## config.mk

```make
export PLATFORM = sky130hd
export DESIGN_NAME = seg_scan_driver
export DESIGN_NICKNAME = d
export VERILOG_FILES = /design/src/rtl/seg_scan_driver.sv
export SDC_FILE = /design/constraint.sdc
export NUM_CORES = 1
export LEC_CHECK = 0
export CELL_PAD_IN_SITES_DETAIL_PLACEMENT = 0
export CELL_PAD_IN_SITES_GLOBAL_PLACEMENT = 1
export CORE_MARGIN = 5
export CORE_UTILIZATION = 43
export CTS_BUF_LIST = sky130_fd_sc_hd__clkbuf_16
export DETAILED_ROUTE_END_ITERATION = 10
export PLACE_DENSITY_LB_ADDON = 0.1
export SLEW_MARGIN = 20
export SYNTH_ARGS = -nofsm -noshare
export SYNTH_HDL_FRONTEND = slang
export SYNTH_SLANG_ARGS = --single-unit
export TNS_END_PERCENT = 20
```

## constraint.sdc

```tcl
create_clock -name clock -period 3.55 [get_ports clock]
set_clock_uncertainty 0.1 [all_clocks]
set_input_delay 1.065 -clock clock [delete_from_list [all_inputs] [get_ports clock]]
set_output_delay 1.065 -clock clock [all_outputs]
set_load 0.01 [all_outputs]
```

## src/rtl/seg_scan_driver.sv

```systemverilog
// seg_scan_driver: time-multiplexes eight hex nibbles (faA..faD, SA..SD) onto
// an 8-digit common-anode seven-segment display.
// - Refresh prescaler with a ghost-blanking window at the start of every slot.
// - The inputs are captured once per frame, so a frame is always coherent.
// - Optional leading-zero suppression per 4-digit group; live decimal points.
// All pins are registered and lag the internal scan state by one cycle.
module seg_scan_driver #(
  parameter int DIV   = 50000,  // clock cycles per digit slot (2..2^20)
  parameter int BLANK = 4       // all-anodes-off cycles at slot start (1..DIV-1)
) (
  input  logic        clock,
  input  logic        reset,        // asynchronous, active-low
  input  logic [15:0] fa_word,      // {faA,faB,faC,faD}
  input  logic [15:0] s_word,       // {SA,SB,SC,SD}
  input  logic        blank_lz,
  input  logic [7:0]  dp_mask,
  output logic [7:0]  an,
  output logic [6:0]  seg,
  output logic        dp,
  output logic        frame_tick
);

  // Prescaler width: just enough to hold DIV-1.
  localparam int PW = (DIV > 2) ? $clog2(DIV) : 1;

  localparam logic [PW-1:0] PCNT_LAST = PW'(DIV - 1);
  localparam logic [PW-1:0] BLANK_END = PW'(BLANK);
  localparam logic [PW-1:0] PCNT_ONE  = PW'(1);

  localparam logic [7:0] AN_OFF  = 8'hFF;
  localparam logic [6:0] SEG_OFF = 7'h7F;

  // ---------------------------------------------------------------------------
  // Hex to active-low segment pattern, bit order {g,f,e,d,c,b,a}.
  // ---------------------------------------------------------------------------
  function automatic logic [6:0] hex_to_seg(input logic [3:0] v);
    logic [6:0] s;
    case (v)
      4'h0:    s = 7'b1000000;
      4'h1:    s = 7'b1111001;
      4'h2:    s = 7'b0100100;
      4'h3:    s = 7'b0110000;
      4'h4:    s = 7'b0011001;
      4'h5:    s = 7'b0010010;
      4'h6:    s = 7'b0000010;
      4'h7:    s = 7'b1111000;
      4'h8:    s = 7'b0000000;
      4'h9:    s = 7'b0010000;
      4'hA:    s = 7'b0001000;
      4'hB:    s = 7'b0000011;
      4'hC:    s = 7'b1000110;
      4'hD:    s = 7'b0100001;
      4'hE:    s = 7'b0000110;
      default: s = 7'b0001110;
    endcase
    return s;
  endfunction

  // ---------------------------------------------------------------------------
  // Scan state
  // ---------------------------------------------------------------------------
  logic [PW-1:0] pcnt;
  logic [2:0]    dig;
  logic [31:0]   snap;
  logic          load_pending;

  logic slot_end;
  logic frame_wrap;

  assign slot_end   = (pcnt == PCNT_LAST);
  assign frame_wrap = slot_end && (dig == 3'd7);

  // Prescaler and digit index: pcnt walks 0..DIV-1, dig steps on each wrap.
  always_ff @(posedge clock or negedge reset) begin
    if (!reset) begin
      pcnt <= '0;
      dig  <= 3'd0;
    end else begin
      // NOTE: sequential state uses non-blocking assignments so every register
      // samples pre-edge values, independent of statement order.
      if (slot_end) begin
        pcnt <= '0;
        dig  <= dig + 3'd1;
      end else begin
        pcnt <= pcnt + PCNT_ONE;
      end
    end
  end

  // Frame snapshot: captured on the first clock after reset and at each 7->0 wrap.
  always_ff @(posedge clock or negedge reset) begin
    if (!reset) begin
      // NOTE: snap is a plain 32-bit register, not a memory, so it takes a real
      // async reset; the display must start from a known all-zero image.
      snap         <= '0;
      load_pending <= 1'b1;
    end else begin
      load_pending <= 1'b0;
      if (load_pending || frame_wrap) begin
        snap <= {fa_word, s_word};
      end
    end
  end

  // ---------------------------------------------------------------------------
  // Next-pin decode from the current scan state
  // ---------------------------------------------------------------------------
  logic [7:0] nib_zero;   // nibble k of snap is zero
  logic [7:0] lz_run;     // nibble k and all more-significant nibbles in its group are zero
  logic [3:0] nibble;
  logic       in_blank;
  logic       digit_blank;
  logic [7:0] an_next;
  logic [6:0] seg_next;
  logic       dp_next;

  // Leading-zero runs, one per group: digits 7..4 and digits 3..0.
  always_comb begin
    // NOTE: every combinational output gets a default first, so no path can
    // leave it unassigned and infer a latch.
    nib_zero = '0;
    lz_run   = '0;
    for (int k = 0; k < 8; k++) begin
      nib_zero[k] = (snap[4*k +: 4] == 4'h0);
    end
    lz_run[7] = nib_zero[7];
    lz_run[6] = lz_run[7] & nib_zero[6];
    lz_run[5] = lz_run[6] & nib_zero[5];
    lz_run[4] = 1'b0;                     // group LSD is always shown
    lz_run[3] = nib_zero[3];
    lz_run[2] = lz_run[3] & nib_zero[2];
    lz_run[1] = lz_run[2] & nib_zero[1];
    lz_run[0] = 1'b0;                     // group LSD is always shown
  end

  // Slot phase and digit content: blank window first, then the selected digit.
  always_comb begin
    nibble      = snap[{dig, 2'b00} +: 4];
    in_blank    = (pcnt < BLANK_END);
    digit_blank = blank_lz & lz_run[dig];
    an_next     = AN_OFF;
    seg_next    = SEG_OFF;
    dp_next     = 1'b1;
    if (!in_blank) begin
      an_next  = ~(8'd1 << dig);
      seg_next = digit_blank ? SEG_OFF : hex_to_seg(nibble);
      dp_next  = ~dp_mask[dig];           // decimal point ignores zero blanking
    end
  end

  // Output registers: pins follow the decode one cycle later; frame_tick marks the wrap load.
  always_ff @(posedge clock or negedge reset) begin
    if (!reset) begin
      an         <= AN_OFF;
      seg        <= SEG_OFF;
      dp         <= 1'b1;
      frame_tick <= 1'b0;
    end else begin
      an         <= an_next;
      seg        <= seg_next;
      dp         <= dp_next;
      frame_tick <= frame_wrap;
    end
  end

endmodule

```

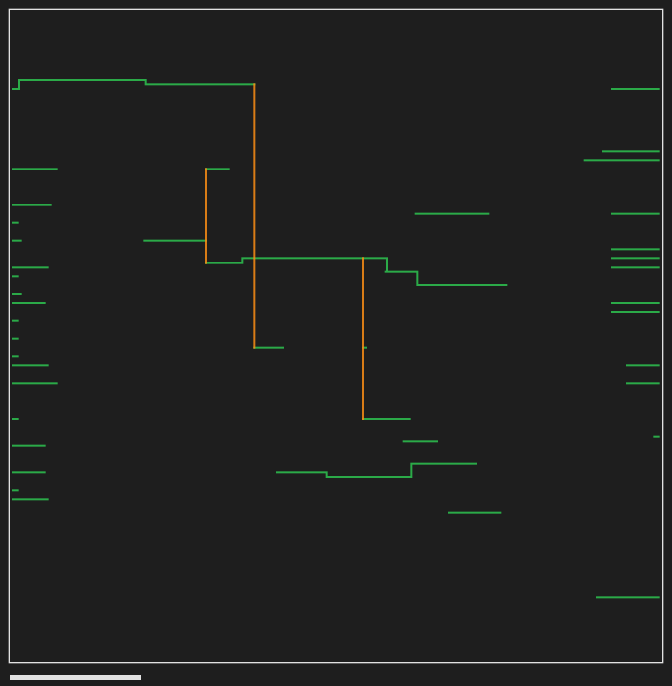
Figure 1: signal wires by layer.
Scale bar: 20 um. Two of the layers only.
Key: metal 4 = orange [wire length 78.9 um]; metal 3 = green [wire length 317 um]
per-cell routed wire length: 15.8 um
detailed-route wire length: 6790 um

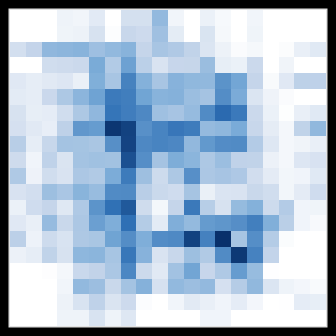
Figure 2: wiring heat map.
20 x 20 tiles, from white (low) to dark blue (high), scaled to the fullest tile. Values are wire area over tile area, all layers added.
The fullest tile reaches 0.40. The mean over all tiles is 0.11. The emptiest ninth of the die: north-east. 16% of the tiles are over half the peak.

==> impl_report.txt <==
IMPLEMENTATION SUMMARY REPORT
----------------------------------------------------
[Final layout]
  Fraction of area in clock buffers and inverters ........................ 0.0608
  Regs by FF count ........................ snap: 32 flops, pcnt: 16 flops, an: 8 flops
  Ratio of cells with drive above 1 in the final layout ........................ 0.268
  Non-clock inverter total of the final layout ........................ 7
  Combinational fraction of the cell area ........................ 0.363
  Number of clock buffer instances in the layout ........................ 9
  Cell class ranked first by area ........................ registers
  Area of combinational cells with multiple inputs ........................ roughly 1600 um^2
  Fin util ........................ 0.567
  Commonest Layout Cell ........................ clkdlybuf4s50_1
  Non-clock buffer count in the final layout ........................ approximately 64
  Register bank with the most flops ........................ snap
  Seq area share ........................ 0.397
  Registers ........................ 69
  Non-clock buffer area fraction after layout ........................ 0.144
  # fillers ........................ 655
  Antenna cells ........................ 0
  Most frequent logic cells in the routed design ........................ 58 x clkdlybuf4s50_1, 52 x dfrtp_1, 30 x mux2_4
  Largest register FFs ........................ 32
  Fin nets ........................ ~380
  Flop area ........................ roughly 1700 um^2
  Layout-stage area growth over the synthesis result ........................ 28.1%
  Multi-input combinational cell count ........................ ~170

[Route]
  Amount of wire on met3 after detailed routing ........................ 317 um
  Antenna Violating Nets Remaining ........................ 0
  Met2 WL ........................ 3240 um
  Pre-Repair DR Iteration Count ........................ 4
  Met1 wire length ........................ ~3200 um
  Routed vias ........................ around 2,100
  Routed via count divided by cell count ........................ 4.99
  Iteration-0 DRC Markers ........................ approximately 60
  Top sig layer ........................ met4
  Remaining routing DRC violations ........................ 0

[Worst setup path]
  Crit path from ........................ dig[0]
  Startpoint kind of the worst setup timing path ........................ register
  Origin of the critical flop-to-flop path ........................ dig[0]
  Path depth of the worst reg2reg path ........................ 7
  Arrival time of the worst setup path ........................ approximately 2.9 ns
  Critical path endpoint category ........................ register
  Type of the worst setup path ........................ reg2reg
  Buffer-and-inverter tally for the worst setup path ........................ 1
  Top cell family by delay on the critical path ........................ multiplexers
  Cell with the biggest individual delay on the critical path ........................ dfrtp_1
  Chain of cells forming the critical path ........................ mux4_2, mux2i_1, inv_1, ha_1, or3_1, o221ai_1, nand2_1
  Setup slack, reg-to-reg ........................ between 0.8 and 0.9 ns
  Maximum fanout encountered on the critical timing path ........................ 8
  Number of cells on the critical path ........................ 7
  Crit Reg-Reg Endpoint ........................ seg[0]
  Largest incremental delay on the critical path ........................ 0.62 ns
  Worst Path Required ........................ ~3.7 ns

[Floorplanning]
  Die Footprint ........................ 9880 um^2
  # IOs ........................ 60
  Die height ........................ just under 100 um
  Initial core utilization ........................ 0.442
  Area inside the core boundary ........................ roughly 8000 um^2
  Tap Count ........................ slightly above 100
  Die extent in x ........................ slightly below 100 um
  Std-Cell Rows ........................ 32

[Yosys]
  Ys async rst share ........................ 1.00
  Synth cell count leaders ........................ 52 x dfrtp_1, 30 x mux2_4, 24 x nand2_1, 17 x dfstp_2, 14 x nor2_1
  Number of nets in the synthesized netlist ........................ around 310
  Parity-gate share of the synthesized area counting xor and xnor cells ........................ 0.0408
  Top comb family, area ........................ multiplexers
  Cell with the most instances after synthesis ........................ dfrtp_1
  Multiplexer share ........................ 0.232
  Cell count after synthesis ........................ around 260
  Cell Type Count ........................ 37
  Register share after synthesis ........................ 0.509
  Total of flip-flops plus latches after synthesis ........................ roughly 69
  Complex-gate fraction of the synthesized area ........................ 0.0360
  Yosys-reported design area after synthesis ........................ about 3400 um^2
  Average cell area after synthesis ........................ around 13 um^2
  Area fraction of the dominant cell type after synthesis ........................ 0.379
  Mapped cell area ........................ 3440 um^2
  Top cell type by total area after synthesis ........................ dfrtp_1
  Adder-cell share of the synthesized area ........................ 0.0437
  Fraction of the mapped netlist area in simple logic gates ........................ 0.110
  Yosys cell count ........................ around 260
  EDFF count, synth ........................ 0
  Top area cells in the synthesized netlist ........................ dfrtp_1 38%, mux2_4 13%, dfstp_2 13%
  Warnings, synthesis ........................ 0
  Main flop type ........................ dfrtp_1

[Clock tree]
  Sinks on Clock Net ........................ 69
  H-tree level count ........................ 3
  Buffer levels on the longest clock path ........................ 2
  Insertion Delay late pin ........................ 0.33 ns
  Register clock-pin slew on the reported worst setup and hold paths ........................ around 0.050 ns
  CTS tree ........................ yes
  CTS Hold Buffers Added ........................ 0
  Root buffer selected by CTS ........................ clkbuf_16
  Post-CTS setup buffers ........................ 0
  Post-cts sizing count ........................ 0
  TritonCTS Buffers ........................ 9

[GRT]
  Number of antenna violations at the first check in global routing ........................ 0
  Met2 usage ........................ 0.231
  Total track usage ........................ 0.152
  Global-route wire length before repair ........................ between 10,000 and 15,000 um
  Total congestion overflow ........................ 0
  GR peak layer ........................ met2
  Global-route met1 utilization ........................ 0.208
  Vias in the first global route ........................ ~2,300
  Largest net degree at the start of global routing ........................ 35
  Global-route track usage on met3 ........................ 0.0505

[STA]
  Max_slew headroom ........................ 0.529
  Final count of hold timing violations ........................ 0
  Time the final worst path needs with I/O delays and setup ........................ around 2.7 ns
  Slew at the pin closest to its max-slew limit ........................ 0.698 ns
  Fin crit share ........................ 0.773
  Max Clk Rate ........................ about 360 MHz
  Setup repair after global routing missed its margin ........................ no
  Final slew viol count ........................ 0
  Final setup fails ........................ 0
  Sum of negative setup slack ........................ 0 ns

[Worst hold path]
  Type of the worst min-delay path ........................ reg2reg
  Number of cells traversed by the worst hold path ........................ 1
  Worst Min Path Start ........................ pcnt[0]
  Hold path endpoint ........................ pcnt[0]

[Pwr]
  Leakage power figure ........................ around 1.9 nW
  Max IR drop VDD ........................ 255 uV
  Total power density per cell area ........................ 440 nW/um^2

[Place]
  Port-buffer cells ........................ 59
  Final Wtd Congestion ........................ roughly 0.75
  Detailed Place HPWL ........................ 5010 um

[Flow run]
  Total tool warning count ........................ 34
  Max capacitance violation total ........................ 0

[Run status]
  Run status ........................ complete, no violations

----------------------------------------------------
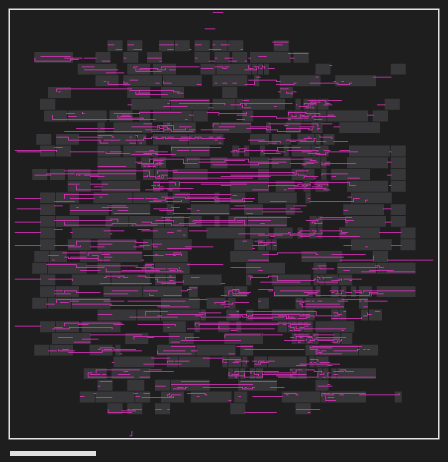
Figure 3: metal 1.
Scale bar: 20 um. Cells faint in the background.
335 nets have wire on it. The wires run mostly horizontal. The layer carries 3,150 um of wire. The longest straight run is 28.5 um. The layer holds 46% of the routed length.

-- stage by stage --
step / setup WS, ns / hold slack, ns / total power, mW / area, um^2 / instances
final: 0.805 / 0.387 / 1.94 / 4400 / 430
after global routing: 0.590 / 0.402 / 2.03 / 4400 / 430
after CTS: 0.779 / 0.391 / 1.96 / 4400 / 430
after detailed placement: 0.795 / 0.383 / 1.16 / 4140 / 414
after global placement: 0.822 / 0.376 / 1.15 / 4140 / 414
after floorplan: 1.04 / 0.355 / 1.03 / 3440 / 257
-- worst max-delay path by stage --
stage	to
after CTS	seg[0]
after global placement	seg[0]
final	seg[0]
after global routing	seg[0]
after detailed placement	seg[0]
after floorplan	seg[0]
-- power breakdown --
part	internal, mW	switching, mW	leakage, nW
clock	0.465	0.331	0.119
combinational	0.161	0.0909	0.957
sequential	0.850	0.0369	0.816
Power and IR drop assume default switching activity.
